$ cat config.mk
export PLATFORM = sky130hd
export DESIGN_NAME = fila_cmd_ctrl_flat
export DESIGN_NICKNAME = d
export VERILOG_FILES = /design/src/rtl/fila_cmd_if.sv /design/src/rtl/fila_cmd_ctrl.sv /design/src/flat_wrapper.sv
export SDC_FILE = /design/constraint.sdc
export NUM_CORES = 1
export LEC_CHECK = 0
export CELL_PAD_IN_SITES_DETAIL_PLACEMENT = 1
export CELL_PAD_IN_SITES_GLOBAL_PLACEMENT = 1
export CORE_ASPECT_RATIO = 1.2
export CORE_MARGIN = 2
export CORE_UTILIZATION = 40
export DETAILED_ROUTE_END_ITERATION = 10
export PLACE_DENSITY = 0.81
export REMOVE_ABC_BUFFERS = 1
export SLEW_MARGIN = 20
export SYNTH_ARGS = -nofsm -noshare
export SYNTH_HDL_FRONTEND = slang
export SYNTH_SLANG_ARGS = --single-unit
$ cat constraint.sdc
create_clock -name clk_10KHz -period 6.23 [get_ports clk_10KHz]
set_clock_uncertainty 0.15 [all_clocks]
set_input_delay 0.9345 -clock clk_10KHz [delete_from_list [all_inputs] [get_ports clk_10KHz]]
set_output_delay 0.9345 -clock clk_10KHz [all_outputs]
set_load 0.005 [all_outputs]
$ cat src/rtl/fila_cmd_if.sv
`default_nettype none
// ============================================================================
// Module      : fila_cmd_if
// Description : Button/switch inputs and queue-side strobes of the command stage.
// Revision    : 1.0 - initial release
// ============================================================================
interface fila_cmd_if;
  logic       btn_enq_in;
  logic       btn_deq_in;
  logic [7:0] sw_data_in;
  logic       enqueue_out;
  logic       dequeue_out;
  logic [7:0] data_out;

  // master: board/stimulus side; slave: the command controller
  modport master (
    output btn_enq_in, btn_deq_in, sw_data_in,
    input  enqueue_out, dequeue_out, data_out
  );

  modport slave (
    input  btn_enq_in, btn_deq_in, sw_data_in,
    output enqueue_out, dequeue_out, data_out
  );
endinterface
`default_nettype wire

$ cat src/rtl/fila_cmd_ctrl.sv
`default_nettype none
// ============================================================================
// Module      : fila_cmd_ctrl
// Description : Debounces enqueue/dequeue buttons into single-cycle queue
//               strobes with a captured data byte. Optional auto-repeat while
//               a button is held: define FILA_CMD_AUTO_REPEAT_EN.
// Revision    : 1.0 - initial release
// ============================================================================
module fila_cmd_ctrl #(
  parameter int unsigned DEBOUNCE_CYCLES = 200,
  parameter int unsigned REPEAT_CYCLES   = 5000
) (
  input  wire logic clk_10KHz,
  input  wire logic reset,
  fila_cmd_if.slave cmd
);

  typedef enum logic [1:0] {
    IDLE         = 2'd0,
    PRESS_WAIT   = 2'd1,
    HELD         = 2'd2,
    RELEASE_WAIT = 2'd3
  } db_state_t;

  localparam logic [15:0] c_db_term = 16'(DEBOUNCE_CYCLES);

  logic [1:0] w_raw;   // bit 0: enqueue, bit 1: dequeue
  logic [1:0] w_evt;

  assign w_raw = {cmd.btn_deq_in, cmd.btn_enq_in};

  for (genvar g = 0; g < 2; g++) begin : g_btn
    logic        r_sync1;
    logic        r_sync2;
    db_state_t   r_state;
    logic [15:0] r_cnt;
    logic [15:0] w_cnt_nxt;
    logic        w_press;

    assign w_cnt_nxt = r_cnt + 16'd1;
    assign w_press   = (r_state == PRESS_WAIT) && r_sync2 && (w_cnt_nxt == c_db_term);

    always_ff @(posedge clk_10KHz or negedge reset) begin
      if (!reset) begin
        r_sync1 <= 1'b0;
        r_sync2 <= 1'b0;
      end else begin
        r_sync1 <= w_raw[g];
        r_sync2 <= r_sync1;
      end
    end

    // Counter parks at the terminal value while HELD so it can never wrap
    always_ff @(posedge clk_10KHz or negedge reset) begin
      if (!reset) begin
        r_state <= IDLE;
        r_cnt   <= 16'd0;
      end else begin
        case (r_state)
          IDLE: begin
            if (r_sync2) begin
              r_state <= PRESS_WAIT;
              r_cnt   <= 16'd1;
            end
          end
          PRESS_WAIT: begin
            if (!r_sync2) begin
              r_state <= IDLE;
              r_cnt   <= 16'd0;
            end else if (w_cnt_nxt == c_db_term) begin
              r_state <= HELD;
              r_cnt   <= c_db_term;
            end else begin
              r_cnt   <= w_cnt_nxt;
            end
          end
          HELD: begin
            if (!r_sync2) begin
              r_state <= RELEASE_WAIT;
              r_cnt   <= 16'd1;
            end
          end
          RELEASE_WAIT: begin
            if (r_sync2) begin
              r_state <= HELD;
              r_cnt   <= c_db_term;
            end else if (w_cnt_nxt == c_db_term) begin
              r_state <= IDLE;
              r_cnt   <= 16'd0;
            end else begin
              r_cnt   <= w_cnt_nxt;
            end
          end
          default: begin
            r_state <= IDLE;
            r_cnt   <= 16'd0;
          end
        endcase
      end
    end

`ifdef FILA_CMD_AUTO_REPEAT_EN
    localparam logic [15:0] c_rep_term = 16'(REPEAT_CYCLES);

    logic [15:0] r_rep;
    logic [15:0] w_rep_nxt;
    logic        w_rep_hit;

    assign w_rep_nxt = r_rep + 16'd1;
    assign w_rep_hit = (r_state == HELD) && r_sync2 && (w_rep_nxt == c_rep_term);

    always_ff @(posedge clk_10KHz or negedge reset) begin
      if (!reset) begin
        r_rep <= 16'd0;
      end else if ((r_state != HELD) || !r_sync2 || w_rep_hit) begin
        r_rep <= 16'd0;
      end else begin
        r_rep <= w_rep_nxt;
      end
    end

    assign w_evt[g] = w_press | w_rep_hit;
`else
    assign w_evt[g] = w_press;
`endif
  end

  logic       r_enq;
  logic       r_deq;
  logic       r_pend;
  logic [7:0] r_data;

  // Enqueue wins a tie; the losing dequeue waits one cycle in r_pend
  always_ff @(posedge clk_10KHz or negedge reset) begin
    if (!reset) begin
      r_enq  <= 1'b0;
      r_deq  <= 1'b0;
      r_pend <= 1'b0;
      r_data <= 8'h00;
    end else begin
      r_enq <= w_evt[0];
      if (w_evt[0]) begin
        r_data <= cmd.sw_data_in;
        r_deq  <= 1'b0;
        r_pend <= r_pend | w_evt[1];
      end else begin
        r_deq  <= w_evt[1] | r_pend;
        r_pend <= w_evt[1] & r_pend;
      end
    end
  end

  assign cmd.enqueue_out = r_enq;
  assign cmd.dequeue_out = r_deq;
  assign cmd.data_out    = r_data;

endmodule
`default_nettype wire

$ cat src/flat_wrapper.sv
// flat-port wrapper written by rule: the top's interface ports become plain ports
module fila_cmd_ctrl_flat 
#(
  parameter int unsigned DEBOUNCE_CYCLES = 200,
  parameter int unsigned REPEAT_CYCLES   = 5000
)
  (clk_10KHz, reset, cmd_btn_enq_in, cmd_btn_deq_in, cmd_sw_data_in, cmd_enqueue_out, cmd_dequeue_out, cmd_data_out);
  fila_cmd_if cmd_i ();
  input  wire logic clk_10KHz;
  input  wire logic reset;
  input wire logic [$bits(cmd_i.btn_enq_in)-1:0] cmd_btn_enq_in;
  input wire logic [$bits(cmd_i.btn_deq_in)-1:0] cmd_btn_deq_in;
  input wire logic [$bits(cmd_i.sw_data_in)-1:0] cmd_sw_data_in;
  output wire logic [$bits(cmd_i.enqueue_out)-1:0] cmd_enqueue_out;
  output wire logic [$bits(cmd_i.dequeue_out)-1:0] cmd_dequeue_out;
  output wire logic [$bits(cmd_i.data_out)-1:0] cmd_data_out;
  assign cmd_i.btn_enq_in = cmd_btn_enq_in;
  assign cmd_i.btn_deq_in = cmd_btn_deq_in;
  assign cmd_i.sw_data_in = cmd_sw_data_in;
  assign cmd_enqueue_out = cmd_i.enqueue_out;
  assign cmd_dequeue_out = cmd_i.dequeue_out;
  assign cmd_data_out = cmd_i.data_out;
  fila_cmd_ctrl #(.DEBOUNCE_CYCLES(DEBOUNCE_CYCLES), .REPEAT_CYCLES(REPEAT_CYCLES)) u_core (.clk_10KHz(clk_10KHz), .reset(reset), .cmd(cmd_i));
endmodule
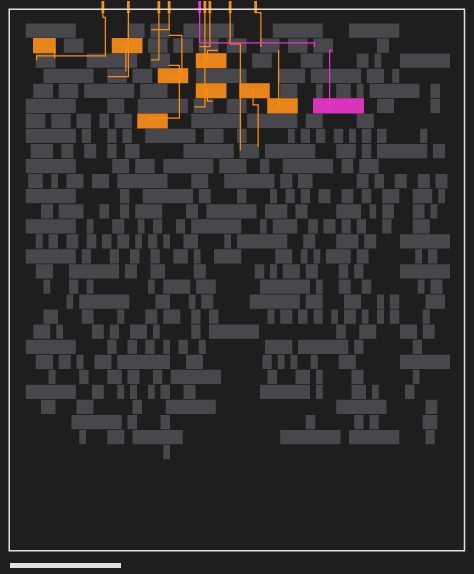
**Above:** I/O nets highlighted.
Scale bar: 20 µm.
Key: magenta = `cmd_btn_enq_in` [bits 1, direction input, edge north, end cells 1, wire 39.4 µm]; orange = `cmd_sw_data_in` [bits 8, direction input, edge north, end cells 8, wire 181 µm]

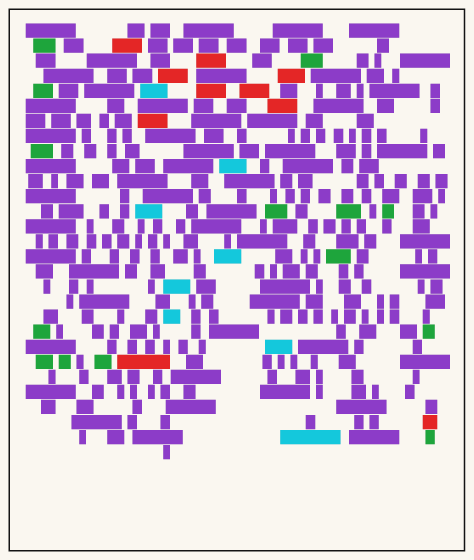
**Above:** drive-strength map.
Key: cyan = _6 and larger [cells 8]; red = _3 and _4 cells [cells 10]; green = _2 cells [cells 14]; purple = _0 and _1 cells [cells 288]

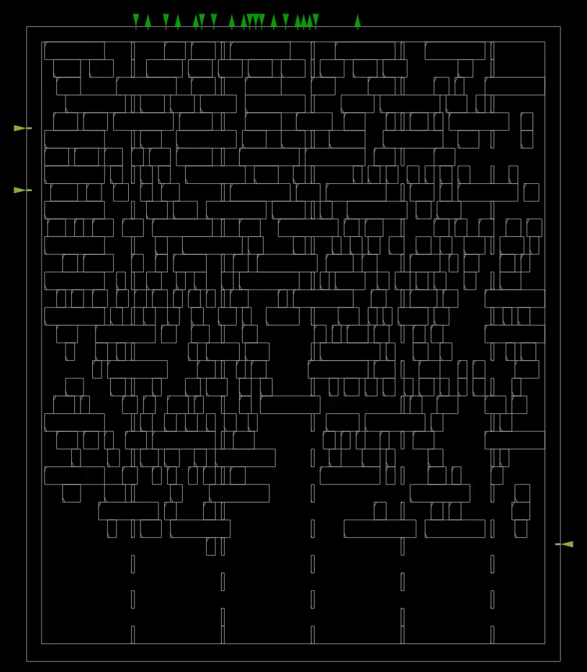
**Above:** cell placement.
Post-Layout Cell Count: 410
flop count: 51
post-layout util: 45.47%
Rows: 34
tap cells: 90

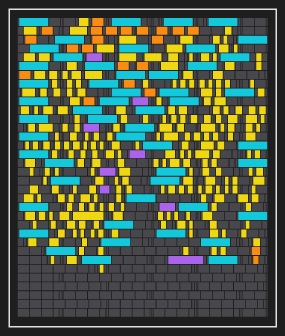
**Above:** placement by cell class.
Fill, decap, tap and diode cells in gray.
Key: cyan = sequential cells [cells 51]; orange = remaining buffers and delay cells [cells 22]; yellow = combinational and other logic [cells 239]; purple = clock drivers and dummy loads [cells 8]

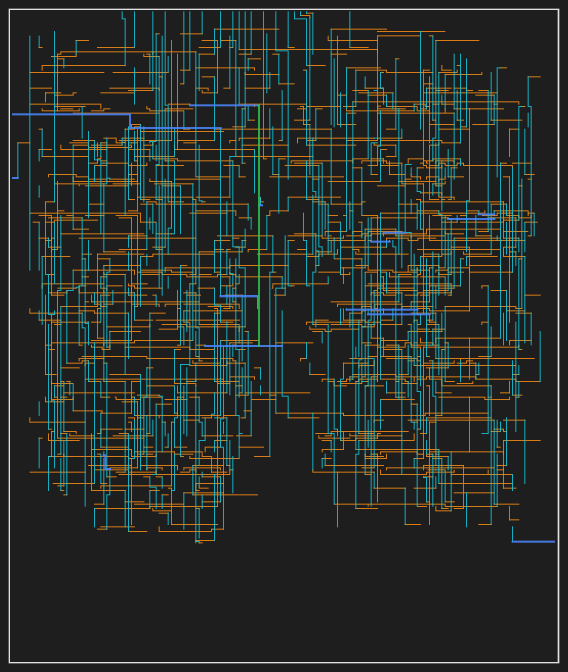
**Above:** wiring by layer.
Key: orange = metal 1 [wire length 3,140 µm]; green = metal 4 [wire length 36.0 µm]; blue = metal 3 [wire length 106 µm]; cyan = metal 2 [wire length 3,940 µm]

-- Yosys cell counts, drive strengths merged --
cell type / number
a21o: 3
a21oi: 5
a221oi: 4
a22o: 3
a2bb2oi: 1
a311oi: 1
a31o: 3
a31oi: 5
and2: 6
and2b: 1
and3: 8
and4: 2
and4b: 3
buf: 8
clkbuf: 15
dfrtp: 51
ha: 2
inv: 3
maj3: 1
mux2: 11
mux2i: 2
nand2: 37
nand2b: 4
nand3: 26
nand4: 8
nor2: 17
nor3: 9
nor3b: 1
nor4: 3
nor4b: 1
o2111a: 1
o21a: 1
o21ai: 30
o21ba: 1
o22ai: 2
o311a: 2
o31a: 1
o31ai: 6
o41a: 1
o41ai: 1
or2: 2
or3: 6
or4: 2
xnor2: 8
xor2: 5
-- layout make-up --
class | instances | area [µm²]
Clock buffer | 6 | 82.58
Clock inverter | 2 | 38.79
Inverter | 3 | 11.26
Tap cell | 90 | 112.6
Timing Repair Buffer | 22 | 212.7
Multi-Input combinational cell | 236 | 1515
Sequential cell | 51 | 1276
Fill cell | 838 | 3897
-- cell usage in the layout, fill, tap and decap left out, drive strengths merged, types with 2 or more instances in the layout --
cell / instances
xnor2: 8
and4b: 3
xor2: 5
a31oi: 5
a21oi: 5
dfrtp: 51
clkdlybuf4s50: 20
or4: 2
buf: 2
o31ai: 6
nand2b: 4
mux2i: 2
a21o: 3
and4: 2
a221oi: 4
a31o: 3
and3: 8
nor2: 17
o22ai: 2
or3: 6
o311a: 2
a22o: 3
nor3: 9
clkbuf: 6
or2: 2
nand4: 8
inv: 4
nor4: 3
nand3: 26
and2: 6
o21ai: 30
ha: 2
nand2: 37
mux2: 11
-- power groups by stage --
stage                     logic (mW)  clock network [mW]  registers (mW)
final                         0.0891               0.250           0.372
after CTS                     0.0910               0.257           0.372
after floorplan               0.0526                   0           0.371
after detailed placement      0.0909                   0           0.379
after global placement        0.0834                   0           0.378
after global routing           0.100               0.269           0.377
-- metrics by stage --
step                      setup WS [ns]  total power [mW]  instances  area, µm²
after global routing              3.288            0.7463        410       3249
final                             3.420            0.7117        410       3249
after detailed placement          3.431            0.4696        402       3128
after floorplan                   3.762            0.4238        290       2803
after global placement            3.474            0.4613        402       3128
after CTS                         3.408            0.7205        410       3249
-- worst max-delay path, cell delays in order (launching register included) --
cell      delay, ns
dfrtp_1        0.43
ha_1           0.29
nand2_1        0.15
nor4_2         0.33
mux2i_1        0.30
o2111a_2       0.29
and4b_4        0.39
mux2_2         0.36
-- path summary, 6_finish.rpt --
| path | from | end | slack, ns | depth (start not counted) |
|---|---|---|---|---|
| min in group asynchronous | reset | u_core.g_btn[0].r_cnt[15] | 0.58 | 2 |
| worst max register to register | u_core.g_btn[0].r_cnt[0] | u_core.cmd.data_out[7] | 3.42 | 7 |
| worst min register to register | u_core.g_btn[1].r_sync1 | u_core.g_btn[1].r_sync2 | 0.22 | 0 |
| worst max-delay path | u_core.g_btn[0].r_cnt[0] | u_core.cmd.data_out[7] | 3.42 | 7 |
| max in group asynchronous | reset | u_core.g_btn[1].r_cnt[9] | 4.87 | 2 |
| worst min-delay path | u_core.g_btn[1].r_sync1 | u_core.g_btn[1].r_sync2 | 0.22 | 0 |
==> results.py <==
# Metrics from the implementation run
metrics = {
    "run_status": {
        "status": "finished, final reports clean",
    },
    "global_routing": {
        "grt_use_total_pct": 19.60,
        "busiest_layer": "met2",
        "use_met2_pct": 35.15,
        "met3_usage_pct": 2.509,
        "grt_max_degree": 52,
        "grt_pass1_wl_mm": 12.52,
        "grt_pass1_vias": 2622,
        "grtUsageMet1_pct": 24.30,
        "antenna_found_initial": 0,
        "grt_remaining_overflow": 0,
    },
    "clocking": {
        "clock_latency_ns": 0.31,
        "cts_tree": "done",
        "cts.sinks": 51,
        "numCtsBuffers": 5,
        "cts_resized": 0,
        "cts_hold_buf": 0,
        "cts.clk_slew.worst_paths_ns": 0.10,
        "cts_root_buf": "clkbuf_8",
        "cts_setup_buffers": 0,
        "clock_path_buffers": 2,
        "htree_levels": 2,
    },
    "yosys": {
        "numSynthFlops": 51,
        "mux_share_pct": 5.832,
        "ys_chip_area_mm2": 0.002918,
        "ys_sh_aoi_pct": 16.72,
        "top_area_share_pct": 43.74,
        "synth_seq_share_pct": 43.74,
        "simple_gate_share_pct": 24.27,
        "synthXorXnorAreaFrac_pct": 3.902,
        "yosysWarnings": 0,
        "ys_top_logic_family": "simple AND/OR/NAND/NOR gates",
        "synth_area_per_cell_um2": 9.322,
        "synth_cell_types": 53,
        "ys_cells": 313,
        "ys_sh_adder_pct": 1.201,
        "top_area_cell": "dfrtp_1",
        "syn-cell-area_mm2": 0.002918,
        "netlist_instances": 313,
        "top_cells_by_area": "dfrtp_1 (44%), o21ai_0 (5.1%), nand2_1 (4.6%), nand3_1 (4.5%), mux2_4 (3.6%)",
    },
    "critical_path": {
        "worstSetupStartpointType": "flop",
        "critical_path_peak_fanout": 11,
        "worstPathArrival_ns": 2.86,
        "worstSetupPathType": "flop to flop",
        "crit_required_ns": 6.28,
        "cp-end-kind": "flop",
    },
    "finish": {
        "nNetsFinal": 333,
        "layout-area-overhead-vs-synth_pct": 11.36,
        "antenna_cells": 0,
        "drive_above_1_share_pct": 10.00,
        "largest_reg_flops": 32,
        "regMostFlops": "u_core.g_btn.r_cnt",
    },
    "placement": {
        "gp_congestion": 0.7998,
        "portBuffers": 21,
        "dpl.hpwl_mm": 4.989,
    },
    "routing": {
        "vias": 2432,
        "first_pass_iters": 4,
        "drc": 0,
        "ant_nets": 0,
        "routed_wirelength_mm": 7.224,
        "wl_met2_mm": 3.944,
        "drtIter0Drc": 56,
        "wl_met1_mm": 3.138,
        "top_layer": "met4",
        "wire_per_inst_um": 17.62,
        "wl_met3_um": 105,
        "vias_per_cell": 5.932,
    },
    "sta": {
        "rsz0062_at_grt": "no",
        "worst_hold_slack_ns": 0.2195,
        "finalSetupTns_ns": 0,
        "setup_viol": 0,
        "layout_min_cycle_time_ns": 2.810,
        "finalCritPeriodShare_pct": 45.10,
        "fmax_mhz": 355.9,
        "worst_pin_slew_ns": 0.9317,
        "relSlewSlack_pct": 37.66,
        "final_max_slew_viol_count": 0,
        "hold_viol_final": 0,
    },
    "run": {
        "openroad.warnings": 25,
        "maxCapViolations": 0,
    },
    "pwr": {
        "pwr-share-seq_pct": 52.3,
        "switchingPower_mw": 0.2020,
        "swShare_pct": 28.39,
        "peakVddDrop_mv": 0.1086,
        "p_int_mw": 0.5097,
        "pwr-share-clk_pct": 35.2,
        "powerDensity_mw_per_mm2": 219.0,
        "power.leakage_nw": 1.331,
        "p_comb_share_pct": 12.5,
    },
    "hold_path": {
        "min_path_type": "flop to flop",
    },
    "floorplan": {
        "fp_util_pct": 40.83,
        "ios": 22,
        "die_h_um": 97.56,
        "die_w_um": 81.97,
        "fp.coreArea_mm2": 0.007147,
        "dieArea_mm2": 0.007997,
    },
}
Power is estimated from default activity; no workload was simulated.
